==> config.mk <==
export PLATFORM = sky130hd
export DESIGN_NAME = fetch_stage
export DESIGN_NICKNAME = d
export VERILOG_FILES = /design/src/rtl/fetch_stage.sv
export SDC_FILE = /design/constraint.sdc
export NUM_CORES = 1
export LEC_CHECK = 0
export CORE_MARGIN = 2
export CORE_UTILIZATION = 54
export CTS_CLUSTER_SIZE = 28
export DETAILED_ROUTE_END_ITERATION = 7
export PLACE_DENSITY = 0.95
export SETUP_SLACK_MARGIN = 0.15
export SYNTH_ARGS = -nofsm -noshare
export SYNTH_HDL_FRONTEND = slang
export SYNTH_SLANG_ARGS = --single-unit
export TNS_END_PERCENT = 20
==> constraint.sdc <==
create_clock -name clk -period 11.9 [get_ports clk]
set_input_delay 2.38 -clock clk [delete_from_list [all_inputs] [get_ports clk]]
set_output_delay 2.38 -clock clk [all_outputs]
set_load 0.005 [all_outputs]
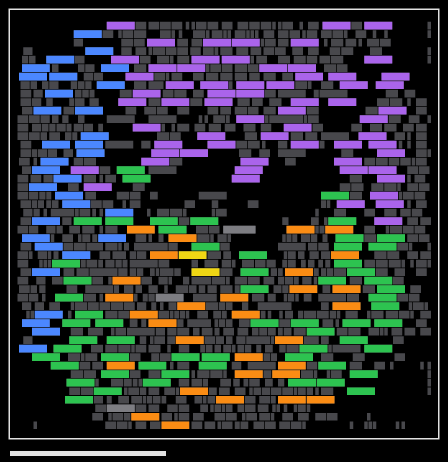
(images/ff_map.png)
Scale bar: 50 µm. Other sequential cells in the stronger gray, the rest of the logic in the fainter gray.
Purple marks qinst_q, placed flops 64. Blue marks fetch_count, placed flops 32. Orange marks imem_addr, placed flops 30. Green marks qpc_q, placed flops 60. Yellow marks count_q, placed flops 2.
Another 3 sequential cells are not colored.
Core Util, Final: 0.694
Seq power: 1.04 mW
fraction of area in registers: 0.398
Reg area: 0.00478 mm²

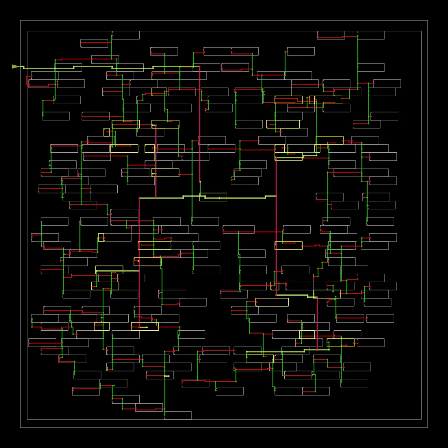
(images/clock_nets.png)
Num CTS Buffers: 17
flip-flops: 191

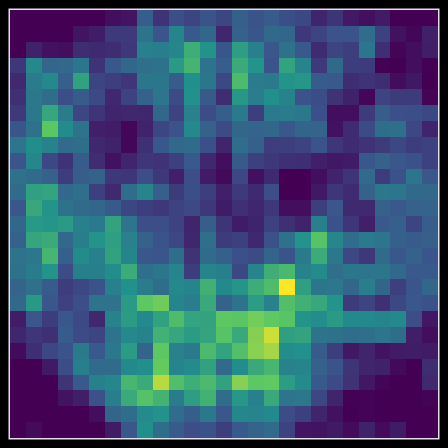
(images/route_heat.png)
27 x 27 tiles, from dark purple (low) to yellow (high), scaled to the fullest tile. Values are wire area over tile area, all layers added.
The mean over all tiles is 0.20. The densest ninth of the die: bottom center. 8.8% of the tiles are nearly empty. The emptiest ninth of the die: upper right. 14% of the tiles are over half the peak. The fullest tile reaches 0.69.
Routed WL per cell: 18.9 µm
vias post-DR: 7083
Total Wirelength: 23.3 mm
overall routing resource usage: 0.253

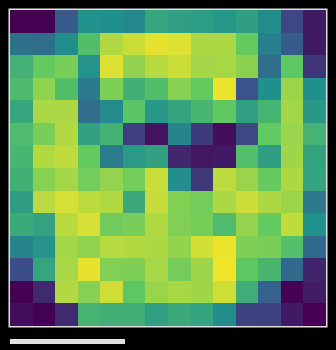
(images/util_map.png)
Scale bar: 50 µm. 14 x 14 tiles, from dark purple (low) to yellow (high), 0 to 100% covered.
45% of the tiles are over 75% full. The fullest tile reaches 98%. The mean over all tiles is 63%. 3.1% of the tiles are nearly empty.
FP Util: 0.551
Core Footprint: 0.0173 mm²

==> impl_metrics.toml <==
# generated from flow reports
[pwr]
powerDensity_mw_per_mm2 = 205
p_sw_uw = 742
power.leakage_nw = 4.87
combPwrFrac = 0.340
seqPwrFrac = 0.422
swShare = 0.302

[worst_setup_path]
path_depth = 4
endpoint_kind = "output pin"
critical_path.cell_chain = "nor2_4, inv_1, nand2_1, clkdlybuf4s50_1"
r2r_setup_slack_ns = 8.69
cp_data_arrival_time_ns = 3.15
worstPathRequired_ns = 9.52

[layout]
fill_cells = 1235
drive_gt1_frac = 0.174
diodes = 0

[run]
cap_violations = 0
tool_warnings = 28

[yosys]
ys_ff = 191
synth.top_cells.by_count = "dfrtp_1 (191), mux2_2 (120), mux2i_1 (63), nor2_1 (62), nand2_1 (59)"
synthCells = 821
synth_cell_types = 53
synth-edff-count = 0
synth_area_mm2 = 0.00954
async_flop_share = 1.00
postSynthSeqShare = 0.501
top_cell_area_share = 0.501

[final_timing]
rsz0062_at_grt = "false"
finalSetupViolCount = 0
final-hold-violation-count = 0
final.setup.tns_ns = 0
drv_slew = 0

[floorplan]
pin_count = 235

[global_route]
grt_pass1_wl_mm = 36.6
grt_pass1_vias = 7025

[run_status]
status = "completed"

[detailed_routing]
first_pass_iters = 5

[placement]
place_hpwl_mm = 15.2
io_buffers = 194

[min_path]
hold_depth = 1

[clocking]
insertion_delay_ns = 0.43
## final cells by class
class / count / share of cell area
inverter: 7 / 0.00281
multi-input combinational: 578 / 0.361
clock buffer: 20 / 0.0389
tap: 225 / 0.0234
timing repair buffer: 198 / 0.164
sequential: 191 / 0.398
clock inverter: 10 / 0.0113
## power groups by stage
stage          logic (mW)  clock network, mW  registers [mW]
6_report            0.835              0.584            1.04
5_1_grt             0.912              0.623            1.06
4_1_cts             0.847              0.595            1.03
3_5_place_dp        0.840                  0            1.04
3_3_place_gp        0.813                  0            1.02
2_1_floorplan       0.502                  0           0.962
## kinds of logic (layout without fill, tap and decap cells)
kind of cell | after synthesis | after routing | synth area share
flip-flops | 191 | 191 | 0.501
AND-OR/OR-AND | 51 | 51 | 0.0349
adder cells (fa/ha/maj) | 4 | 4 | 0.00525
AND/OR/NAND/NOR | 255 | 255 | 0.147
XOR/XNOR | 42 | 42 | 0.0386
other | 1 | 40 | 0.000393
buffers and inverters | 91 | 235 | 0.0619
multiplexers | 186 | 186 | 0.211
## per-stage QoR
step	utilization	std cells	area (µm²)	setup slack, ns	power [mW]
2_1_floorplan	-	860	9680	4.32	1.46
5_1_grt	0.694	1229	12000	6.17	2.60
4_1_cts	0.694	1229	12000	6.28	2.48
3_5_place_dp	0.659	1199	11400	6.71	1.88
6_report	0.694	1229	12000	6.37	2.46
3_3_place_gp	0.659	1199	11400	6.89	1.84
## metal layers
| metal | global-route usage | up-vias | share of wire |
|---|---|---|---|
| met5 | 0 | - | 0 |
| met4 | 0.114 | 0 | 0.032 |
| met3 | 0.0541 | 53 | 0.061 |
| met2 | 0.423 | 272 | 0.50 |
| met1 | 0.316 | 3556 | 0.41 |
| li1 | - | 3202 | - |
## worst reg2reg max path, stage by stage, from the launching register on
cell and delay, ns:
dfrtp_1 0.44, nor2_4 0.85, inv_1 0.68, and2_1 0.39, ha_1 0.28, inv_1 0.04
ha_1 0.18, xnor2_1 0.15, nor2_1 0.06
## placed cells by master, fill, tap and decap left out, drive strengths merged, types with 8 or more instances in the layout
cell	Yosys	layout
a31oi	10	10
and2	11	11
and3	9	9
and4	9	9
clkbuf	13	20
clkdlybuf4s50	0	193
conb	1	40
dfrtp	191	191
inv	7	9
mux2	123	123
mux2i	63	63
nand2	60	60
nand3	29	29
nand4	31	31
nor2	63	63
o21ai	17	17
o31ai	8	8
or4	19	19
xnor2	33	33
xor2	9	9
Power and IR drop assume default switching activity.
